`config.mk`:
```
export PLATFORM = sky130hd
export DESIGN_NAME = alu_serial_ctrl
export DESIGN_NICKNAME = d
export VERILOG_FILES = /design/src/rtl/alu_serial_ctrl.sv
export SDC_FILE = /design/constraint.sdc
export NUM_CORES = 1
export LEC_CHECK = 0
export CAP_MARGIN = 5
export CORE_MARGIN = 2
export CORE_UTILIZATION = 45
export CTS_CLUSTER_DIAMETER = 50
export DETAILED_ROUTE_END_ITERATION = 16
export PLACE_DENSITY = 0.82
export SYNTH_ARGS = -nofsm -noshare
export SYNTH_HDL_FRONTEND = slang
export SYNTH_SLANG_ARGS = --single-unit
```
`constraint.sdc`:
```
create_clock -name clk -period 4.85 [get_ports clk]
set_input_delay 0.97 -clock clk [delete_from_list [all_inputs] [get_ports clk]]
set_output_delay 0.97 -clock clk [all_outputs]
set_load 0.02 [all_outputs]
```
`src/rtl/alu_serial_ctrl.sv`:
```
// Bit-serial ALU sequencer: walks one external 1-bit slice across WIDTH bits,
// with a second pass for SLT so the final sign test sees the full subtraction.
module alu_serial_ctrl #(
   parameter int WIDTH = 8
) (
   input  logic             clk,
   input  logic             rst,
   input  logic             start,
   input  logic [3:0]       op,
   input  logic [WIDTH-1:0] a,
   input  logic [WIDTH-1:0] b,
   output logic             busy,
   output logic             done,
   output logic [WIDTH-1:0] result,
   output logic             zero,
   output logic             ovf,
   output logic             s_a,
   output logic             s_b,
   output logic             s_set,
   output logic             s_inva,
   output logic             s_invb,
   output logic             s_ci,
   output logic [1:0]       s_sel,
   input  logic             s_f,
   input  logic             s_sgn,
   input  logic             s_co
);

   localparam int IW = (WIDTH > 1) ? $clog2(WIDTH) : 1;

   typedef enum logic [1:0] {
      IDLE,
      PASS1,
      PASS2,
      DONE
   } state_t;

   state_t state;
   state_t state_n;

   logic [WIDTH-1:0] a_q;
   logic [WIDTH-1:0] b_q;
   logic [3:0]       op_q;
   logic [IW-1:0]    idx;
   logic             carry;
   logic             less;
   logic [WIDTH-1:0] acc;
   logic [WIDTH-1:0] res_n;
   logic             last;
   logic             drive;

   assign last  = (idx == IW'(WIDTH - 1));
   assign drive = (state == PASS1) || (state == PASS2);
   assign busy  = drive;
   assign done  = (state == DONE);

   always_ff @(posedge clk) begin
      if (rst) begin
         state <= IDLE;
      end else begin
         state <= state_n;
      end
   end

   always_comb begin
      state_n = state;
      unique case (state)
         IDLE: begin
            if (start) begin
               state_n = (op[1:0] == 2'b11) ? PASS1 : PASS2;
            end
         end
         PASS1: begin
            if (last) begin
               state_n = PASS2;
            end
         end
         PASS2: begin
            if (last) begin
               state_n = DONE;
            end
         end
         DONE: begin
            state_n = IDLE;
         end
         default: begin
            state_n = IDLE;
         end
      endcase
   end

   // Slice drive comes only from registered state, never from start.
   always_comb begin
      s_a    = 1'b0;
      s_b    = 1'b0;
      s_inva = 1'b0;
      s_invb = 1'b0;
      s_ci   = 1'b0;
      s_set  = 1'b0;
      s_sel  = 2'b00;
      if (drive) begin
         s_a    = a_q[idx];
         s_b    = b_q[idx];
         s_inva = op_q[3];
         s_invb = op_q[2];
         s_ci   = carry;
      end
      unique case (1'b1)
         (state == PASS1): begin
            s_sel = 2'b10;
         end
         (state == PASS2): begin
            s_sel = op_q[1:0];
            s_set = (idx == '0) ? less : 1'b0;
         end
         default: begin
            s_sel = 2'b00;
         end
      endcase
   end

   always_comb begin
      res_n      = acc;
      res_n[idx] = s_f;
   end

   // Bits accumulate in acc; result/flags move together on the final edge.
   always_ff @(posedge clk) begin
      if (rst) begin
         a_q    <= '0;
         b_q    <= '0;
         op_q   <= '0;
         idx    <= '0;
         carry  <= 1'b0;
         less   <= 1'b0;
         acc    <= '0;
         result <= '0;
         zero   <= 1'b1;
         ovf    <= 1'b0;
      end else begin
         unique case (state)
            IDLE: begin
               if (start) begin
                  a_q   <= a;
                  b_q   <= b;
                  op_q  <= op;
                  idx   <= '0;
                  carry <= op[2];
               end
            end
            PASS1: begin
               carry <= s_co;
               idx   <= idx + IW'(1);
               if (last) begin
                  less  <= s_sgn ^ (s_ci ^ s_co);
                  idx   <= '0;
                  carry <= op_q[2];
               end
            end
            PASS2: begin
               acc[idx] <= s_f;
               carry    <= s_co;
               idx      <= idx + IW'(1);
               if (last) begin
                  result <= res_n;
                  zero   <= (res_n == '0);
                  ovf    <= (op_q[1:0] == 2'b10) & (s_ci ^ s_co);
                  idx    <= '0;
               end
            end
            DONE: begin
               idx <= '0;
            end
            default: begin
               idx <= '0;
            end
         endcase
      end
   end

endmodule

```
==> run_1/zoom.png <==
Bar = 10 um. Region (6, 6) to (31, 31) um. Cells in grey, sequential cells in the stronger grey; small squares are vias.
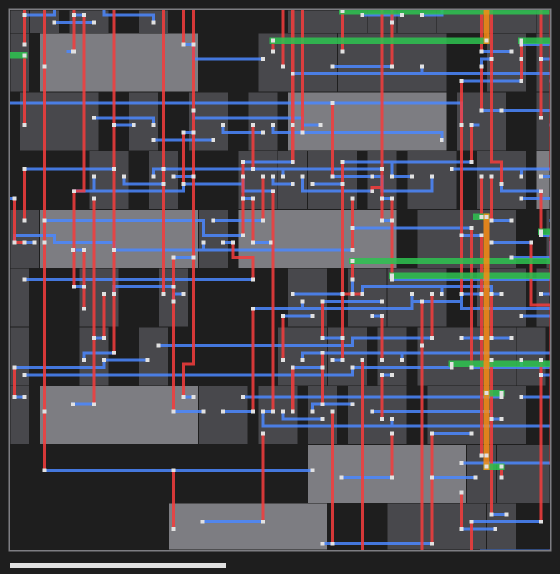
legend:
  red:
    layer: met2
  green:
    layer: met3
  blue:
    layer: met1
  orange:
    layer: met4
cells with their middle in the window: 48
most frequent: nand2_1 (11), dfxtp_1 (7), a21oi_1 (5)
sequential cells in the window: 7
netlist names of flops here include: b_q (4), state (2)

==> run_1/port_nets.png <==
Bar = 20 um.
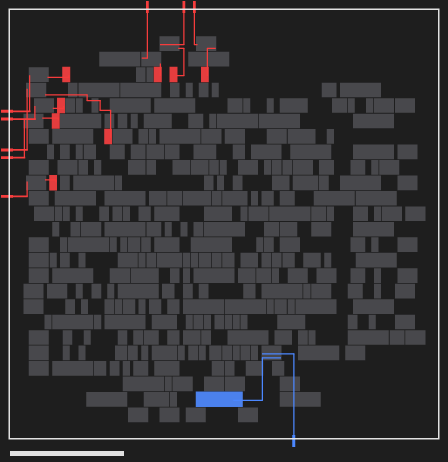
legend:
  blue:
    port: s_sgn
    bits: 1
    direction: input
    edge: bottom
    end_cells: 1
    buffers: 1
    wire: 35.7 um
  red:
    port: a
    bits: 8
    direction: input
    edge: 5 left, 3 top
    end_cells: 8
    buffers: 8
    wire: 114 um
num ports: 46
Port Buffer Count: 45

==> results.toml, run 1 <==
# generated from flow reports
[cells_and_area]
sh_seq_area_pct = 32.2
final_cell_mix = "55 x nand2_1, 45 x dfxtp_1, 45 x clkdlybuf4s50_1, 29 x a21oi_1, 19 x nor2_1"
final_area_um2 = 2800
fillers = 473
seq_cells = 45
clockBufferCount = 7
signal_buffers = 46
nNetsFinal = 345
n_antenna_cell = 0
drive_above_1_share_pct = 4.18
inv_count = 8
area_growth_pct = 22.4
clk_share_pct = 3.08
comb_cells = 205

[yosys]
synth-async-reset-ratio_pct = 0
yosysChipArea_um2 = 2290
syn-cell-area_um2 = 2290
yosysMostFrequentCell = "nand2_1"
ys_sh_xor_pct = 1.37
topCombFamilyByArea = "simple AND/OR/NAND/NOR gates"
synth-compound-area-share_pct = 18.7
synthTopCellsByArea = "dfxtp_1 39%, nand2_1 9.0%, a21oi_1 6.3%"
flop_cell = "dfxtp_1"
ys_warn_count = 0
yosys-top-cells-count = "55 x nand2_1, 45 x dfxtp_1, 29 x a21oi_1, 19 x nor2_1"
synth-simple-area-share_pct = 22.9
top_area_cell = "dfxtp_1"
yosysUniqueCellTypes = 46
ys_sh_mux_pct = 6.84
edf_count = 0
syn_avg_cell_area_um2 = 8.14
ys_sh_adder_pct = 4.38
ys_seq_elements = 45
ys_cells = 281
syn_nets = 315
postSynthSeqShare_pct = 39.4

[clock_network]
tritoncts = "built"
clk_pin_slew_ns = 0.08
cts_hold_buf = 0
cts_buffers = 5
htreeDepth = 2
ctsResizeCount = 0
clk_latency_ns = 0.30
cts_setup_buffers = 0
clkSinkCount = 45
clock-root-buffer = "clkbuf_8"

[worst_setup_path]
critPathTopFamily = "flip-flops"
r2r_cells = 5
critical_path_class = "reg -> out"
crit_cells = 5
r2r-start = "idx[1]$_SDFFE_PP0P_"
cp-startpoint = "idx[1]$_SDFFE_PP0P_"
max_stage_delay_ns = 0.81
worstSetupStartpointType = "flip-flop"
path_max_fanout = 20
worstSetupEndpoint = "s_b"
crit_chain = "nor2b_2 > a22o_1 > nand2_1 > a21boi_0 > clkdlybuf4s50_1"
required_ns = 3.88
path_buffers = 1
critPathArrivalTime_ns = 2.57
critPathSlowestCell = "dfxtp_1"
critPathCaptureType = "output pin"
r2r-end = "zero$_SDFFE_PP1P_"

[power_and_ir_drop]
powerComb_w = 0.000488
pg_seq_w = 0.000487
power_leader = "combinational logic"
seqPwrFrac_pct = 40.4
p_int_w = 0.000745
pwr-share-clk_pct = 19.2
irDropWorstVdd_mv = 0.251
finalPower_w = 0.00121
power.density_nw_per_um2 = 431
swShare_pct = 38.3
power_leakage_nw = 1.03

[routing]
drt-met1-wl_um = 2330
drcViolationCount = 0
route.vias.total = 1992
drt_wl_total_um = 4800
top_layer_used = "met4"
dr_wl_met3_um = 298
final_antenna_net_count = 0
first_pass_iters = 4
wl_per_cell_um = 12.7

[final_timing]
worst_slack_ns = 1.31
finalSetupViolCount = 0
tightest_slew_ns = 0.760
slew_headroom_pct = 49.2
max_freq_mhz = 283
min_period_ns = 3.54
setup_tns_ns = 0
period_used_pct = 72.9
hold_viol = 0
grt_setup_unrepaired = "no"
slew_violations = 0
clock_skew_ns = 0.00314

[global_route]
grtUsageTotal_pct = 18.9
grt_max_degree = 46
grt_pass1_vias = 1770
antenna_found_initial = 0
grt_pass1_wl_um = 8200
grt.busiest_layer = "met2"
met3_usage_pct = 5.09

[placement]
placed_cell_area_um2 = 2710
placedCellCount = 371
gp_congestion = 0.824
dp_hpwl_um = 3370
dpl_worst_slack_ns = 1.68

[floorplanning]
nWellTaps = 67
die_w_um = 75.3
die_y_um = 75.3
rows = 25
initial_core_util_pct = 47.5
chip_area_um2 = 5670

[min_path]
hold_path.class = "reg -> reg"
hold_path_depth = 2
hp-start = "op_q[3]$_SDFFE_PP0P_"

[run_status]
status = "complete, no violations"

[flow_run]
warnings = 31
drv_cap = 0
==> run_1/gate_families.png <==
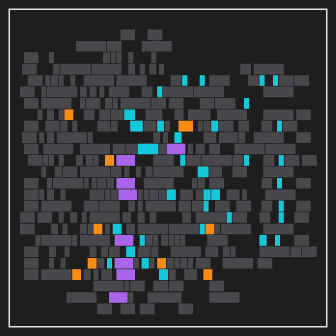
legend:
  cyan:
    family: NOR gates
    cells: 34
    most_used: nor2_1
  orange:
    family: AND and OR gates
    cells: 9
    most_used: and2_1
  purple:
    family: adder and majority cells
    cells: 8
    most_used: ha_1
logic share of the area: 44.3%
final cell count without fillers: 378
Commonest Layout Cell: nand2_1

==> run_1/final_congestion.png <==
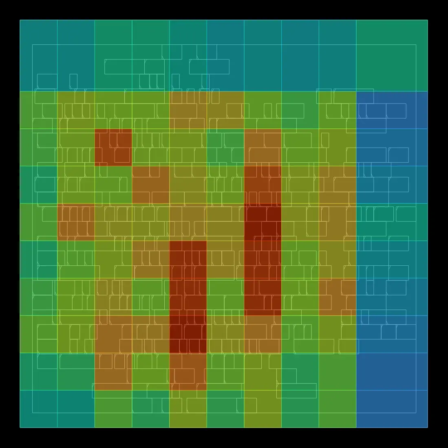
met1 Resource Use GR: 26.7%
utilization after layout: 58.1%

==> run 1 -> run 2 <==
==> constraint.sdc (replaced) <==
create_clock -name clk -period 3.5 [get_ports clk]
set_input_delay 0.7 -clock clk [delete_from_list [all_inputs] [get_ports clk]]
set_output_delay 0.7 -clock clk [all_outputs]
set_load 0.02 [all_outputs]
==> results.toml, run 2 <==
# generated from flow reports
[floorplanning]
initial_core_util_pct = 47.5
nWellTaps = 67
chip_area_um2 = 5670
rows = 25

[yosys]
yosys-top-cells-count = "55 x nand2_1, 45 x dfxtp_1, 29 x a21oi_1, 19 x nor2_1"
syn_avg_cell_area_um2 = 8.14
edf_count = 0
synth-simple-area-share_pct = 22.9
flop_cell = "dfxtp_1"
yosysUniqueCellTypes = 46
ys_sh_mux_pct = 6.84
top_area_cell = "dfxtp_1"
ys_warn_count = 0
yosysMostFrequentCell = "nand2_1"
synth-compound-area-share_pct = 18.7
syn-cell-area_um2 = 2290
postSynthSeqShare_pct = 39.4
ys_seq_elements = 45
ys_sh_adder_pct = 4.38
ys_cells = 281
ys_sh_xor_pct = 1.37
synth-async-reset-ratio_pct = 0

[routing]
final_antenna_net_count = 0
wl_per_cell_um = 12.6
drcViolationCount = 0
route.vias.total = 1984
drt-met1-wl_um = 2370
top_layer_used = "met4"
first_pass_iters = 4

[cells_and_area]
seq_cells = 45
nNetsFinal = 348
final_cell_mix = "55 x nand2_1, 45 x dfxtp_1, 45 x clkdlybuf4s50_1, 29 x a21oi_1, 19 x nor2_1"
inv_count = 8
n_antenna_cell = 0
finalNonFillerCells = 382
fillers = 466
comb_area_share_pct = 43.4
sh_seq_area_pct = 31.6
clockBufferCount = 6
final_area_um2 = 2860
lay_top_count = "nand2_1"

[power_and_ir_drop]
irDropWorstVdd_mv = 0.334
pwr-share-clk_pct = 23.1
seqPwrFrac_pct = 37.7
power_leader = "combinational logic"
finalPower_w = 0.00178
swShare_pct = 37.3
power_leakage_nw = 1.06
power.density_nw_per_um2 = 623
powerComb_w = 0.000697
pg_seq_w = 0.000671

[global_route]
grt_pass1_wl_um = 8400
grt_pass1_vias = 1807

[final_timing]
grt_setup_unrepaired = "no"
slew_headroom_pct = 49.7
worst_slack_ns = 0.255
period_used_pct = 92.7
max_freq_mhz = 308

[worst_setup_path]
crit_chain = "nor2b_4 > a22o_1 > nand2_1 > a21boi_0 > clkdlybuf4s50_1"
critPathArrivalTime_ns = 2.55
required_ns = 2.80
path_max_fanout = 20
crit_cells = 5
worstSetupStartpointType = "flip-flop"
cp-startpoint = "idx[2]$_SDFFE_PP0P_"
r2r-start = "idx[0]$_SDFFE_PP0P_"
critPathSlowestCell = "dfxtp_1"
critical_path_class = "reg -> out"
r2r-end = "zero$_SDFFE_PP1P_"

[clock_network]
clk_pin_slew_ns = 0.08
clkSinkCount = 45
ctsResizeCount = 0
clk_latency_ns = 0.30
cts_hold_buf = 0
tritoncts = "built"
htreeDepth = 2
cts_buffers = 5

[min_path]
hold_path.class = "reg -> reg"
hp-start = "op_q[2]$_SDFFE_PP0P_"

[flow_run]
drv_cap = 0

[run_status]
status = "complete, no violations"
==> run_2/final_congestion.png <==
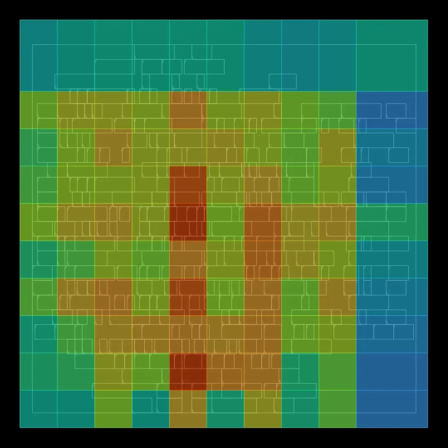
GRT busiest layer: met2
M2 GR Usage: 29.3%
met3 GRT Util: 4.55%

==> run 2 -> run 3 <==
--- a/config.mk
+++ b/config.mk
@@ -10,7 +10,8 @@
 export CORE_UTILIZATION = 45
 export CTS_CLUSTER_DIAMETER = 50
 export DETAILED_ROUTE_END_ITERATION = 16
-export PLACE_DENSITY = 0.82
+export PLACE_DENSITY = 0.71
 export SYNTH_ARGS = -nofsm -noshare
 export SYNTH_HDL_FRONTEND = slang
 export SYNTH_SLANG_ARGS = --single-unit
+export TNS_END_PERCENT = 100
==> results.toml, run 3 <==
# generated from flow reports
[power_and_ir_drop]
powerComb_w = 0.000691
power_leader = "combinational logic"
pwr-share-clk_pct = 21.8
swShare_pct = 37.4
pg_seq_w = 0.000670
power_leakage_nw = 1.06
p_int_w = 0.00109
power.density_nw_per_um2 = 611
seqPwrFrac_pct = 38.5
irDropWorstVdd_mv = 0.320
finalPower_w = 0.00174

[worst_setup_path]
required_ns = 2.80
worstSetupStartpointType = "flip-flop"
critPathCaptureType = "output pin"
r2r-start = "idx[0]$_SDFFE_PP0P_"
critPathTopFamily = "flip-flops"
worstSetupEndpoint = "s_set"
path_buffers = 2
path_max_fanout = 25
crit_cells = 4
r2r-end = "zero$_SDFFE_PP1P_"
max_stage_delay_ns = 0.84
crit_chain = "inv_1 > ha_1 > and4b_1 > clkdlybuf4s50_1"
critPathSlowestCell = "dfxtp_1"
critical_path_class = "reg -> out"
cp-startpoint = "idx[0]$_SDFFE_PP0P_"
critPathArrivalTime_ns = 2.38
r2r_cells = 5

[yosys]
synth-compound-area-share_pct = 18.7
ys_cells = 281
synthTopCellsByArea = "dfxtp_1 39%, nand2_1 9.0%, a21oi_1 6.3%"
syn_avg_cell_area_um2 = 8.14
ys_warn_count = 0
synth.top_cell.area_share_pct = 39.4
yosysMostFrequentCell = "nand2_1"
topCombFamilyByArea = "simple AND/OR/NAND/NOR gates"
ys_seq_elements = 45
synth-simple-area-share_pct = 22.9
syn_nets = 315
syn-cell-area_um2 = 2290
yosysUniqueCellTypes = 46
ys_sh_adder_pct = 4.38
syn_inst = 281
yosys-top-cells-count = "55 x nand2_1, 45 x dfxtp_1, 29 x a21oi_1, 19 x nor2_1"
synth-async-reset-ratio_pct = 0
ys_sh_mux_pct = 6.84
top_area_cell = "dfxtp_1"
yosysChipArea_um2 = 2290

[cells_and_area]
fillers = 496
comb_cells = 205
seq_cells = 45
lay_top_count = "nand2_1"
clk_share_pct = 3.65
sh_seq_area_pct = 31.6
final_cell_mix = "55 x nand2_1, 45 x dfxtp_1, 45 x clkdlybuf4s50_1, 29 x a21oi_1, 19 x nor2_1"
final_area_um2 = 2850
clockBufferCount = 5
area_growth_pct = 24.5
drive_above_1_share_pct = 5.71
inv_count = 8
finalNonFillerCells = 382
comb_area_share_pct = 43.6
signal_buffers = 50
n_antenna_cell = 0
nNetsFinal = 349

[clock_network]
htreeDepth = 2
clock-root-buffer = "clkbuf_8"
tritoncts = "built"
clkSinkCount = 45
clk_pin_slew_ns = 0.09
cts_setup_buffers = 0
cts_buffers = 5

[global_route]
use_met1_pct = 25.7
grt_pass1_vias = 1757
grt_max_degree = 26
grt.busiest_layer = "met2"

[routing]
final_antenna_net_count = 0
dr_wl_met3_um = 208
top_layer_used = "met4"
drcViolationCount = 0
first_pass_iters = 4
drt-met1-wl_um = 2330
route.vias.total = 1993

[floorplanning]
rows = 25
die_w_um = 75.3
io_pins = 46
initial_core_util_pct = 47.5
nWellTaps = 67
chip_area_um2 = 5670
die_y_um = 75.3

[final_timing]
max_freq_mhz = 325
worst_slack_ns = 0.419
clock_skew_ns = 0.0107
setup_tns_ns = 0
min_period_ns = 3.08
grt_setup_unrepaired = "no"
tightest_slew_ns = 0.780
period_used_pct = 88.0
finalSetupViolCount = 0
slew_violations = 0

[run_status]
status = "complete, no violations"

[placement]
gp_congestion = 0.816
io_buffers = 45
dp_hpwl_um = 3430
placedCellCount = 375
dpl_worst_slack_ns = 0.783
placed_cell_area_um2 = 2740

[flow_run]
warnings = 31
drv_cap = 0

[min_path]
hold_path_depth = 2
hp-start = "op_q[3]$_SDFFE_PP0P_"
==> run_3/final_congestion.png <==
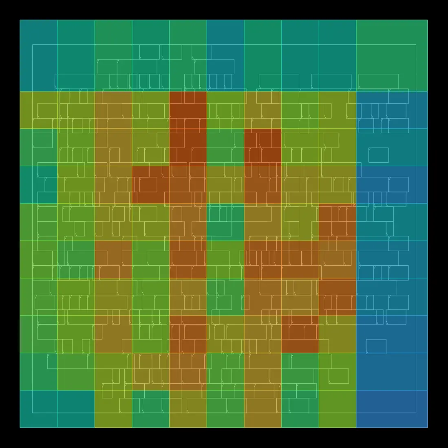
WL per Instance: 12.8 um
M2 GR Usage: 29.6%
met3 GRT Util: 2.81%
global-route usage over all layers: 18.6%
utilization after layout: 59.1%

Power is estimated from default activity; no workload was simulated.
